`config.mk`:
```
export PLATFORM = sky130hd
export DESIGN_NAME = acs_ctrl
export DESIGN_NICKNAME = d
export VERILOG_FILES = /design/src/rtl/acs_ctrl.sv
export SDC_FILE = /design/constraint.sdc
export NUM_CORES = 1
export LEC_CHECK = 0
export ABC_AREA = 1
export CAP_MARGIN = 20
export CORE_ASPECT_RATIO = 1.75
export CORE_MARGIN = 2
export CORE_UTILIZATION = 48
export CTS_CLUSTER_DIAMETER = 60
export DETAILED_ROUTE_END_ITERATION = 6
export HOLD_SLACK_MARGIN = 0.12
export PLACE_DENSITY = 0.82
export SYNTH_ARGS = -nofsm -noshare
export SYNTH_HDL_FRONTEND = slang
export SYNTH_SLANG_ARGS = --single-unit
```
`constraint.sdc`:
```
create_clock -name clk_i -period 2.4 [get_ports clk_i]
set_input_delay 0.6 -clock clk_i [delete_from_list [all_inputs] [get_ports clk_i]]
set_output_delay 0.6 -clock clk_i [all_outputs]
set_load 0.05 [all_outputs]
```
`src/rtl/acs_ctrl.sv`:
```
// ============================================================================
//  Module   : acs_ctrl
//  Brief    : Viterbi ACS frame controller - path-metric regs, survivor writes,
//             normalization and traceback handshake.
//  Revision : 1.0
// ============================================================================
`default_nettype none

module acs_ctrl #(
    parameter int         FRAME_LEN = 64,
    parameter logic [7:0] NORM_THR  = 8'd128,
    parameter logic [7:0] PM_INIT   = 8'd63
) (
    input  logic       clk_i,
    input  logic       rst_i,
    input  logic       start_i,
    input  logic       sym_valid_i,
    output logic       sym_ready_o,
    output logic [7:0] pm_s0_o,
    output logic [7:0] pm_s1_o,
    output logic [7:0] pm_s2_o,
    output logic [7:0] pm_s3_o,
    input  logic [7:0] acs_pm_s0_i,
    input  logic [7:0] acs_pm_s1_i,
    input  logic [7:0] acs_pm_s2_i,
    input  logic [7:0] acs_pm_s3_i,
    input  logic [3:0] acs_dec_i,
    output logic       dec_we_o,
    output logic [7:0] dec_addr_o,
    output logic [3:0] dec_bits_o,
    output logic       norm_o,
    output logic       tb_start_o,
    output logic [1:0] tb_state_o,
    input  logic       tb_done_i,
    output logic       busy_o
);

    typedef enum logic [1:0] {
        S_IDLE    = 2'd0,
        S_RUN     = 2'd1,
        S_TB_REQ  = 2'd2,
        S_TB_WAIT = 2'd3
    } state_t;

    localparam logic [7:0] C_LAST = 8'(FRAME_LEN - 1);

    state_t     r_state;
    logic [7:0] r_cnt;

    // Index of the smallest of four metrics; ties go to the lower index.
    function automatic logic [1:0] f_argmin(input logic [7:0] a, input logic [7:0] b,
                                            input logic [7:0] c, input logic [7:0] d);
        logic [7:0] m01;
        logic [7:0] m23;
        logic [1:0] i01;
        logic [1:0] i23;
        i01 = (b < a) ? 2'd1 : 2'd0;
        m01 = (b < a) ? b : a;
        i23 = (d < c) ? 2'd3 : 2'd2;
        m23 = (d < c) ? d : c;
        return (m23 < m01) ? i23 : i01;
    endfunction

    logic       w_accept;
    logic [1:0] w_min_idx;
    logic [7:0] w_min_val;
    logic       w_norm;
    logic [7:0] w_sub;

    // Subtracting a common constant preserves the argmin, so one comparator
    // tree serves both the normalization test and the traceback start state.
    always_comb begin
        w_accept  = (r_state == S_RUN) && sym_valid_i && sym_ready_o;
        w_min_idx = f_argmin(acs_pm_s0_i, acs_pm_s1_i, acs_pm_s2_i, acs_pm_s3_i);
        case (w_min_idx)
            2'd0:    w_min_val = acs_pm_s0_i;
            2'd1:    w_min_val = acs_pm_s1_i;
            2'd2:    w_min_val = acs_pm_s2_i;
            default: w_min_val = acs_pm_s3_i;
        endcase
        w_norm = (w_min_val >= NORM_THR);
        w_sub  = w_norm ? NORM_THR : 8'd0;
    end

    always_ff @(posedge clk_i or posedge rst_i) begin
        if (rst_i) begin
            r_state     <= S_IDLE;
            r_cnt       <= 8'd0;
            pm_s0_o     <= 8'd0;
            pm_s1_o     <= 8'd0;
            pm_s2_o     <= 8'd0;
            pm_s3_o     <= 8'd0;
            sym_ready_o <= 1'b0;
            dec_we_o    <= 1'b0;
            dec_addr_o  <= 8'd0;
            dec_bits_o  <= 4'd0;
            norm_o      <= 1'b0;
            tb_start_o  <= 1'b0;
            tb_state_o  <= 2'd0;
            busy_o      <= 1'b0;
        end else begin
            dec_we_o   <= 1'b0;
            norm_o     <= 1'b0;
            tb_start_o <= 1'b0;
            case (r_state)
                S_IDLE: begin
                    if (start_i) begin
                        pm_s0_o     <= 8'd0;
                        pm_s1_o     <= PM_INIT;
                        pm_s2_o     <= PM_INIT;
                        pm_s3_o     <= PM_INIT;
                        r_cnt       <= 8'd0;
                        sym_ready_o <= 1'b1;
                        busy_o      <= 1'b1;
                        r_state     <= S_RUN;
                    end
                end
                S_RUN: begin
                    if (w_accept) begin
                        pm_s0_o    <= acs_pm_s0_i - w_sub;
                        pm_s1_o    <= acs_pm_s1_i - w_sub;
                        pm_s2_o    <= acs_pm_s2_i - w_sub;
                        pm_s3_o    <= acs_pm_s3_i - w_sub;
                        norm_o     <= w_norm;
                        dec_we_o   <= 1'b1;
                        dec_addr_o <= r_cnt;
                        dec_bits_o <= acs_dec_i;
                        if (r_cnt == C_LAST) begin
                            r_cnt       <= 8'd0;
                            sym_ready_o <= 1'b0;
                            tb_start_o  <= 1'b1;
                            tb_state_o  <= w_min_idx;
                            r_state     <= S_TB_REQ;
                        end else begin
                            r_cnt <= r_cnt + 8'd1;
                        end
                    end
                end
                S_TB_REQ: begin
                    r_state <= S_TB_WAIT;
                end
                default: begin
                    if (tb_done_i) begin
                        busy_o  <= 1'b0;
                        r_state <= S_IDLE;
                    end
                end
            endcase
        end
    end

endmodule

`default_nettype wire

```
==> impl_metrics.tcl, run 1 <==
# yosys + openroad results
set metrics [dict create \
    grt-busiest-layer "met2" \
    fp-row-count 39 \
    synthTopLogicFamily "simple AND/OR/NAND/NOR gates" \
    synth_area_um2 3270 \
    place_congestion 0.910 \
    clock_buffers 11 \
    hold_class "reg -> reg" \
    highest_layer "met4" \
    vias 3838 \
    combPwrFrac 0.534 \
    path_cells "clkdlybuf4s15_1, inv_2, ha_4, nand2_2, inv_2, nand2_2, nand2_2, nand2_4, nand2_4, buf_6, nand2_1, o21ai_1, ha_1, nand2_1, nand2_1, nand2_1, nand2_1, nand2_2, nand4_1, nand3_4, nand2_2, nand3_1, nand2_1" \
    seq_area_um2 1530 \
    grt.overflow.total 0 \
    arrival_ps 3360 \
    netlist_instances 381 \
    slew_violations 0 \
    common_cells "nand2_1 (97), dfrtp_1 (61), inv_1 (47)" \
    startpoint "acs_pm_s0_i[2]" \
    worstSetupPathDepth 23 \
    grtUsageMet1 0.322 \
    aoi_share 0.148 \
    warning_count 32 \
    final_util 0.862 \
    critPathTopFamily "simple AND/OR/NAND/NOR gates" \
    hpwlAfterDp_mm 6.90 \
    synth.largest_area_cell "dfrtp_1" \
    tightest_slew_ps 530 \
    cts_tree "done" \
    drtIter0Drc 351 \
    edf_count 0 \
    synth.distinct_cells 31 \
    inv_count 55 \
    antenna_found_initial 0 \
    cts_root_buffer "clkbuf_16" \
    dp.cells 601 \
    clock-sinks 61 \
    dr_wl_met3_um 996 \
    dominant_cells "logic gates" \
    adder_share 0.0994 \
    sequentialPower_mw 1.54 \
    flop_cell "dfrtp_1" \
    p_sw_frac 0.448 \
    yosys_warnings 0 \
    ys_sh_simple 0.212 \
    ys_chip_area_um2 3270 \
    tns_ps -5180 \
    rrSetupSlack_ps 100 \
    yosysCellCount 381 \
    drc_errors 0 \
    ios 92 \
    combGateArea_um2 1950 \
    worstSetupStartpointType "primary input" \
    top_cell "nand2_1" \
    crit_path_end "pm_s3_o[7]" \
    drive_gt1_frac 0.421 \
    cap_violations 0 \
    fp_nets 448 \
    worstSetupPathType "in -> reg" \
    syn_avg_cell_area_um2 8.59 \
    use_met2 0.572 \
    hold_path_startpoint "dec_addr_o[1]" \
    antenna-diode-count 0 \
    setup_viol 8 \
    seq_share 0.269 \
    cpMaxStageDelayCell "nand4_1" \
    fin_area_um2 5680 \
    mux_share 0 \
    chip_area_um2 7520 \
    crit_path_frequent_cell "nand2_1" \
    slew_headroom 0.646 \
    met3_usage 0.0686 \
    fill_cells 309 \
    status "finished with violations" \
    ys_top_cells_by_area "dfrtp_1 (47%), nand2_1 (11%), ha_1 (9.9%)" \
    ys_seq_frac 0.466 \
    layout.nets 633 \
    hold_buffers 0 \
    power_leader "combinational logic" \
    final_cell_mix "buf_4 (88), nand2_1 (72), dfrtp_1 (61), clkdlybuf4s50_1 (59), inv_1 (30)" \
    cts-htree-levels 3 \
    cp_max_fo 7 \
    violations "negative setup slack" \
    cts_buffers 9 \
    grt_pass1_vias 3930 \
    comb-cell-share 0.344 \
    grt_usage 0.328 \
    finalClockSkew_ps 8.31 \
    bufAreaShareNonClock 0.274 \
    hold_path_end "dec_addr_o[1]" \
    clkSlewWorstSetupHoldPaths_ps 50 \
    wl_met2_mm 7.32 \
    instances_no_fill 652 \
    period_used_share 1.30 \
    crit_path_end_kind "register" \
    r2r-start "r_state[1]" \
    r2r-end "pm_s2_o[4]" \
    rsz0062_at_grt "true" \
    clockBufferDepth 2 \
    ff_count 61 \
    async_reset_ff_frac 1.00 \
    synth-seq-cells 61 \
    p_per_area_nw_per_um2 1120 \
    ctsResizeCount 159 \
    top_area_frac 0.466 \
    dp_slack_ps -1380 \
    comb_cells 257 \
    hold_viol_final 0 \
    fp_util 0.497 \
    first_pass_iters 5 \
    setup_slack_ps -728 \
    powerClk_mw 1.41 \
    grt_first_pass_wirelength_mm 18.4 \
    lay_top_count "buf_4" \
    critPathRequiredTime_ps 2640 \
    placed_cell_area_um2 4740 \
    p_leak_nw 2.66 \
    nWellTaps 82 \
    wl_met1_mm 4.75 \
    drt.antenna.violating_nets 0 \
    clk_share 0.0555 \
    grt_max_degree 35 \
    critPathMaxStageDelay_ps 290 \
    viasPerCell 5.89 \
    io_buffers 91 \
    post-cts-setup-buffers 30 \
    pwr-share-seq 0.243 \
    cp.buffers_inverters 4 \
    min_period_ps 3130 \
    r2r_cells 10 \
    power.total_mw 6.35 \
    holdWs_ps 483 \
    combinationalPower_mw 3.39 \
    hold-path-cell-count 2 \
    p_int_mw 3.51 \
    synthToLayoutAreaGrowth_pct 73.4 \
]
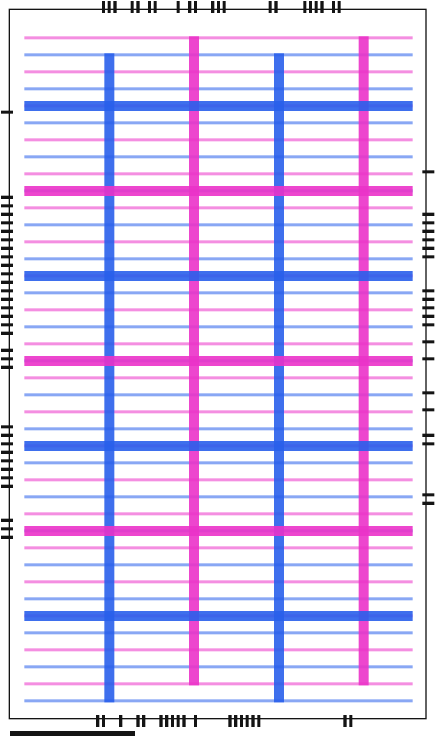
run_1/pdn.png
Bar = 20 µm. Pins as bars on the die edge.
VDD: drawn in magenta. VSS: drawn in blue.
The core has 39 rows. 4 straps on met4. 7 straps on met5. 40 met1 rails follow the rows.
core area: 6590 µm²
Die X-Extent: 66.4 µm
die y size: 113 µm
VDD IR max: 855 µV

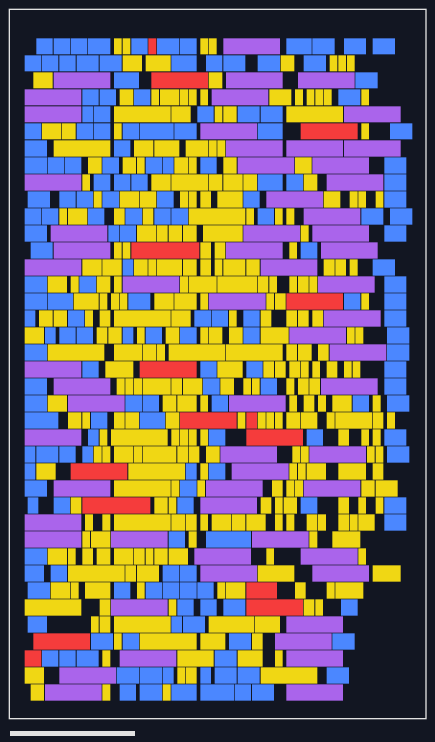
run_1/cell_classes.png
Bar = 20 µm.
other buffers and delay cells: drawn in blue, cells 182. clock drivers and dummy loads: drawn in red, cells 15. flops: drawn in purple, cells 61. all other logic: drawn in yellow, cells 312.

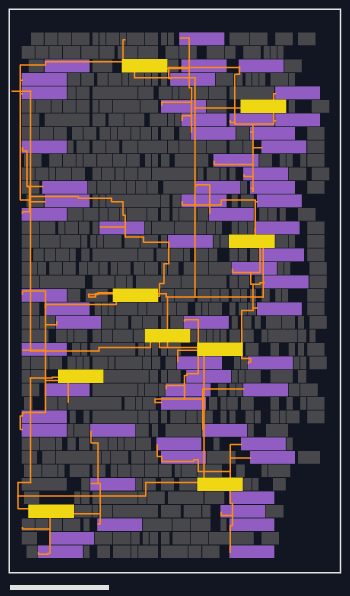
run_1/clock_map.png
Bar = 20 µm.
clock wires: drawn in orange, length 941 µm. flip-flops: drawn in purple, count 61. cells driving clock nets: drawn in yellow, count 9.
There are 10 routed clock nets.
Clock Latency Late Sink: 350 ps
power share of the clock group: 0.223

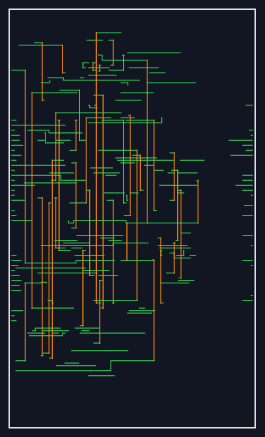
run_1/metal_stack.png
Two of the layers only.
met3: drawn in green, wire length 996 µm. met4: drawn in orange, wire length 955 µm.
Total Wirelength: 14.0 mm
post-DR wirelength/cell: 21.5 µm

run_1/final_placement.png
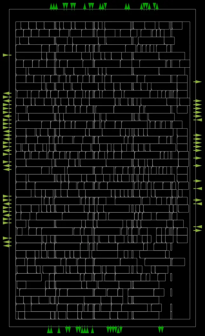

## Run 2: what changed since run 1
- PLACE_DENSITY: 0.82 -> 0.8
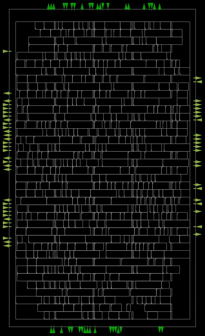
run_2/final_placement.png
# rows: 39
Post-Layout Cell Count: 638
# Taps: 82
fillers: 353
fraction of area in registers: 0.278

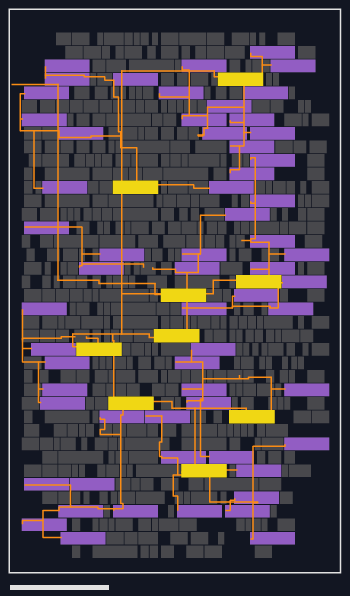
run_2/clock_map.png
Bar = 20 µm.
clock wires: drawn in orange, length 861 µm. flip-flops: drawn in purple, count 61. cells driving clock nets: drawn in yellow, count 9.
There are 10 routed clock nets.

==> run 2 against run 1 <==
The flow still finishes with violations (negative setup slack); critical path depth unchanged; critical endpoint is now pm_s1_o[7]; final area decreased by 3.2%; clock skew shrank 4.2 ps; clock power barely moved; sequential share of layout area grew 0.90 points; synthesized cell count stayed put; area after synthesis unchanged; highest routed layer unchanged.
==> impl_metrics.tcl, run 2 <==
# yosys + openroad results
set metrics [dict create \
    drc_errors 0 \
    sequentialPower_mw 1.52 \
    ff_count 61 \
    p_leak_nw 2.58 \
    clock-sinks 61 \
    yosys_warnings 0 \
    cap_violations 0 \
    worstSetupStartpointType "primary input" \
    hold_viol_final 0 \
    edf_count 0 \
    clkSlewWorstSetupHoldPaths_ps 60 \
    finalClockSkew_ps 4.13 \
    crit_path_frequent_cell "nand2_4" \
    slew_violations 0 \
    met3_usage 0.0825 \
    power_leader "combinational logic" \
    power.share.clock 0.229 \
    crit_path_end_kind "register" \
    arrival_ps 3240 \
    lay_top_count "nand2_1" \
    synthTopLogicFamily "simple AND/OR/NAND/NOR gates" \
    adder_share 0.0994 \
    clockBufferDepth 2 \
    yosysCellCount 381 \
    hold_class "in -> async" \
    synth-seq-cells 61 \
    use_met2 0.555 \
    seq_area_um2 1530 \
    fp_nets 448 \
    rsz0062_at_grt "true" \
    antenna_found_initial 0 \
    dp_slack_ps -1350 \
    hpwlAfterDp_mm 6.93 \
    drtIter0Drc 284 \
    comb-cell-share 0.348 \
    dp.cells 601 \
    clkLatencyLatePin_ps 340 \
    ys_top_cells_by_area "dfrtp_1 (47%), nand2_1 (11%), ha_1 (9.9%)" \
    clk_share 0.0590 \
    synth.distinct_cells 31 \
    critPathTopFamily "simple AND/OR/NAND/NOR gates" \
    netlist_instances 381 \
    post-cts-setup-buffers 13 \
    synthToLayoutAreaGrowth_pct 67.7 \
    hold_buffers 0 \
    pwr-share-seq 0.245 \
    synth_area_um2 3270 \
    fp_util 0.497 \
    grt-busiest-layer "met2" \
    setup_viol 7 \
    warning_count 32 \
    cpMaxStageDelayCell "nor3_4" \
    critPathMaxStageDelay_ps 250 \
    chip_area_um2 7520 \
    crit_path_end "pm_s1_o[7]" \
    antenna-diode-count 0 \
    tightest_slew_ps 536 \
    ys_sh_simple 0.212 \
    placed_cell_area_um2 4740 \
    grt.overflow.total 0 \
    period_used_share 1.26 \
    synth.largest_area_cell "dfrtp_1" \
    violations "negative setup slack" \
    p_sw_frac 0.445 \
    grt_usage 0.309 \
    tns_ps -3940 \
    bufAreaShareNonClock 0.257 \
    combPwrFrac 0.526 \
    final_util 0.834 \
    ctsResizeCount 170 \
    cts_root_buffer "clkbuf_16" \
    grt_max_degree 40 \
    startpoint "acs_pm_s0_i[7]" \
    dr_wl_met3_um 674 \
    flop_cell "dfrtp_1" \
    cp_max_fo 6 \
    path_cells "buf_8, inv_4, ha_4, nand2_2, inv_2, nor3_4, nand2_4, buf_6, o21ai_4, ha_4, a21oi_2, nor2_2, a211oi_2, buf_4, nand2_4, nand2_4, nand2_4, inv_4, nand2_4, nand3_4, nand2_2, nand3_2, nand2_2" \
    comb_cells 256 \
    dominant_cells "logic gates" \
    drt.antenna.violating_nets 0 \
    ys_seq_frac 0.466 \
    mux_share 0 \
    drive_gt1_frac 0.390 \
    cts-htree-levels 3 \
    die_w_um 66.4 \
    r2r_cells 10 \
    aoi_share 0.148 \
    top_area_frac 0.466 \
    min_period_ps 3020 \
    async_reset_ff_frac 1.00 \
    wl_met2_mm 6.44 \
    p_int_mw 3.44 \
    cts_tree "done" \
    coreArea_um2 6590 \
    worstSetupPathDepth 23 \
    power.total_mw 6.19 \
    top_cell "nand2_1" \
    syn_avg_cell_area_um2 8.59 \
    setup_slack_ps -618 \
    r2r-end "r_cnt[7]" \
    viasPerCell 5.60 \
    status "finished with violations" \
    combGateArea_um2 1910 \
    cp.buffers_inverters 6 \
    die_height_um 113 \
    layout.nets 618 \
    io_buffers 91 \
]
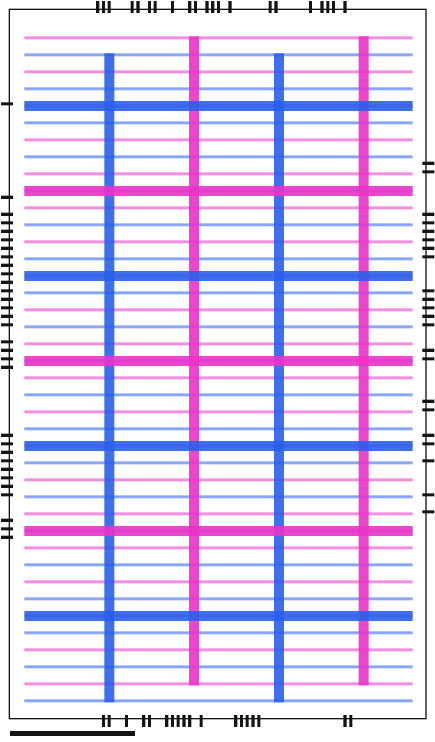
run_2/pdn.png
Bar = 20 µm. Pins as bars on the die edge.
VSS: drawn in blue. VDD: drawn in magenta.
4 straps on met4. The core has 39 rows.
VDD IR max: 871 µV

run_2/cell_classes.png
Bar = 20 µm.
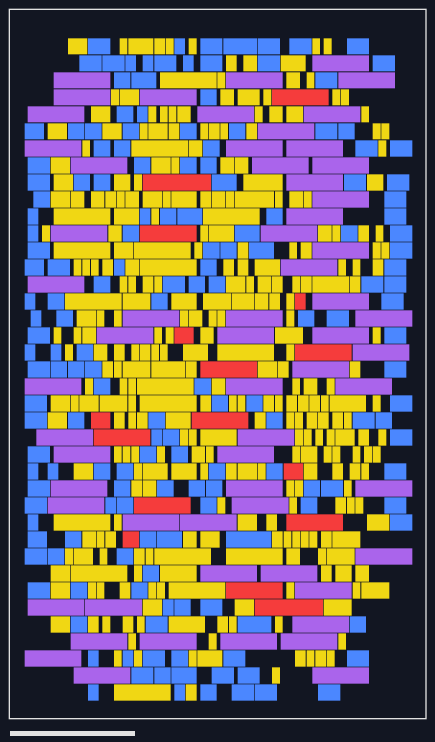

## Run 3: what changed since run 2
- CORE_MARGIN: 2 -> 1.5
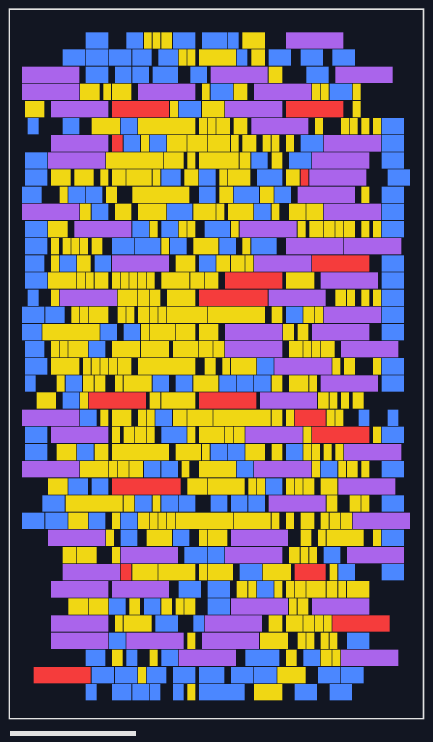
run_3/cell_classes.png
Bar = 20 µm.
other buffers and delay cells: drawn in blue, cells 166. clock drivers and dummy loads: drawn in red, cells 16. all other logic: drawn in yellow, cells 312. flops: drawn in purple, cells 61.

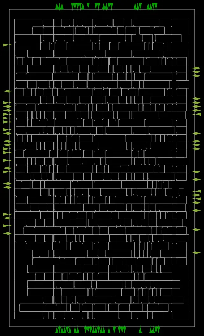
run_3/final_placement.png
fraction of area in registers: 0.279
Post-Layout Cell Count: 637
core area: 6540 µm²

==> run 3 against run 2 <==
Hold slack worse by 7.4 ps; via count decreased by 0.20%; total power rose by 0.16%; first-iteration DRC count shrank 13%; critical path depth shrank 3; the flow still finishes with violations (negative setup slack); count of clock-buffer cells in the layout increased by 3; critical path type unchanged; area after synthesis is the same; final area is 0.43% lower.
==> impl_metrics.tcl, run 3 <==
# yosys + openroad results
set metrics [dict create \
    dr_wl_met3_um 601 \
    slew_violations 0 \
    grt_pass1_vias 3508 \
    r2r-start "r_state[1]" \
    final_cell_mix "nand2_1 (80), buf_4 (67), dfrtp_1 (61), clkdlybuf4s50_1 (59), inv_1 (34)" \
    worstSetupStartpointType "primary input" \
    r2r_cells 11 \
    async_reset_ff_frac 1.00 \
    holdWs_ps 479 \
    antenna_found_initial 0 \
    hold_class "reg -> reg" \
    pwr-share-seq 0.245 \
    final_util 0.836 \
    crit_path_end "pm_s1_o[7]" \
    violations "negative setup slack" \
    clock_buffers 12 \
    min_period_ps 3270 \
    hold_buffers 0 \
    warning_count 32 \
    clockBufferDepth 2 \
    wl_per_cell_um 17.9 \
    fp-row-count 39 \
    first_pass_iters 7 \
    drive_gt1_frac 0.348 \
    comb-cell-share 0.338 \
    critPathTopFamily "simple AND/OR/NAND/NOR gates" \
    common_cells "nand2_1 (97), dfrtp_1 (61), inv_1 (47)" \
    fin_area_um2 5470 \
    worstSetupPathDepth 20 \
    hold_viol_final 0 \
    die_w_um 65.4 \
    ys_sh_simple 0.212 \
    inv_count 55 \
    dp_slack_ps -1360 \
    p_per_area_nw_per_um2 1130 \
    drc_errors 0 \
    hold_path_startpoint "dec_addr_o[5]" \
    synth.distinct_cells 31 \
    clock-sinks 61 \
    power_leader "combinational logic" \
    ctsResizeCount 127 \
    power.share.clock 0.229 \
    met3_usage 0.0812 \
    grt.overflow.total 0 \
    adder_share 0.0994 \
    crit_path_frequent_cell "nand2_2" \
    p_int_mw 3.49 \
    drtIter0Drc 246 \
    power.total_mw 6.20 \
    setup_slack_ps -866 \
    top_cell "nand2_1" \
    highest_layer "met4" \
    syn_avg_cell_area_um2 8.59 \
    finalClockSkew_ps 4.64 \
    synth-seq-cells 61 \
    ios 92 \
    viasPerCell 5.60 \
    layout.nets 617 \
    grtUsageMet1 0.281 \
    ff_count 61 \
    synth.largest_area_cell "dfrtp_1" \
    setup_viol 7 \
    flop_cell "dfrtp_1" \
    path_cells "dlygate4sd2_1, inv_1, ha_1, nand2_1, nor2_1, nand2_2, nand2_4, nand2_1, o21ai_1, buf_4, ha_4, a21oi_2, nor2_1, a211oi_2, buf_4, nand4_1, nand3_4, nand2_2, nand3_2, nand2_2" \
    tightest_slew_ps 532 \
    grt_usage 0.293 \
    synth_area_um2 3270 \
    critPathRequiredTime_ps 2620 \
    yosys_warnings 0 \
    period_used_share 1.36 \
    powerClk_mw 1.42 \
    drt.antenna.violating_nets 0 \
    crit_path_end_kind "register" \
    status "finished with violations" \
    nWellTaps 82 \
    cts_buffers 9 \
    dp.cells 602 \
    cp_max_fo 5 \
    place_congestion 0.914 \
    placed_cell_area_um2 4750 \
    comb_cells 257 \
    die_height_um 112 \
    dominant_cells "logic gates" \
    tns_ps -5770 \
    combPwrFrac 0.526 \
]
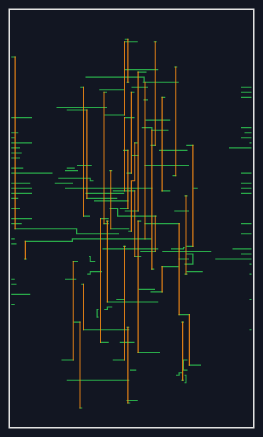
run_3/metal_stack.png
Two of the layers only.
met4: drawn in orange, wire length 812 µm. met3: drawn in green, wire length 602 µm.
Total Wirelength: 11.4 mm
DR vias: 3,567

No activity file was given, so power comes from the tool's default toggle rates.
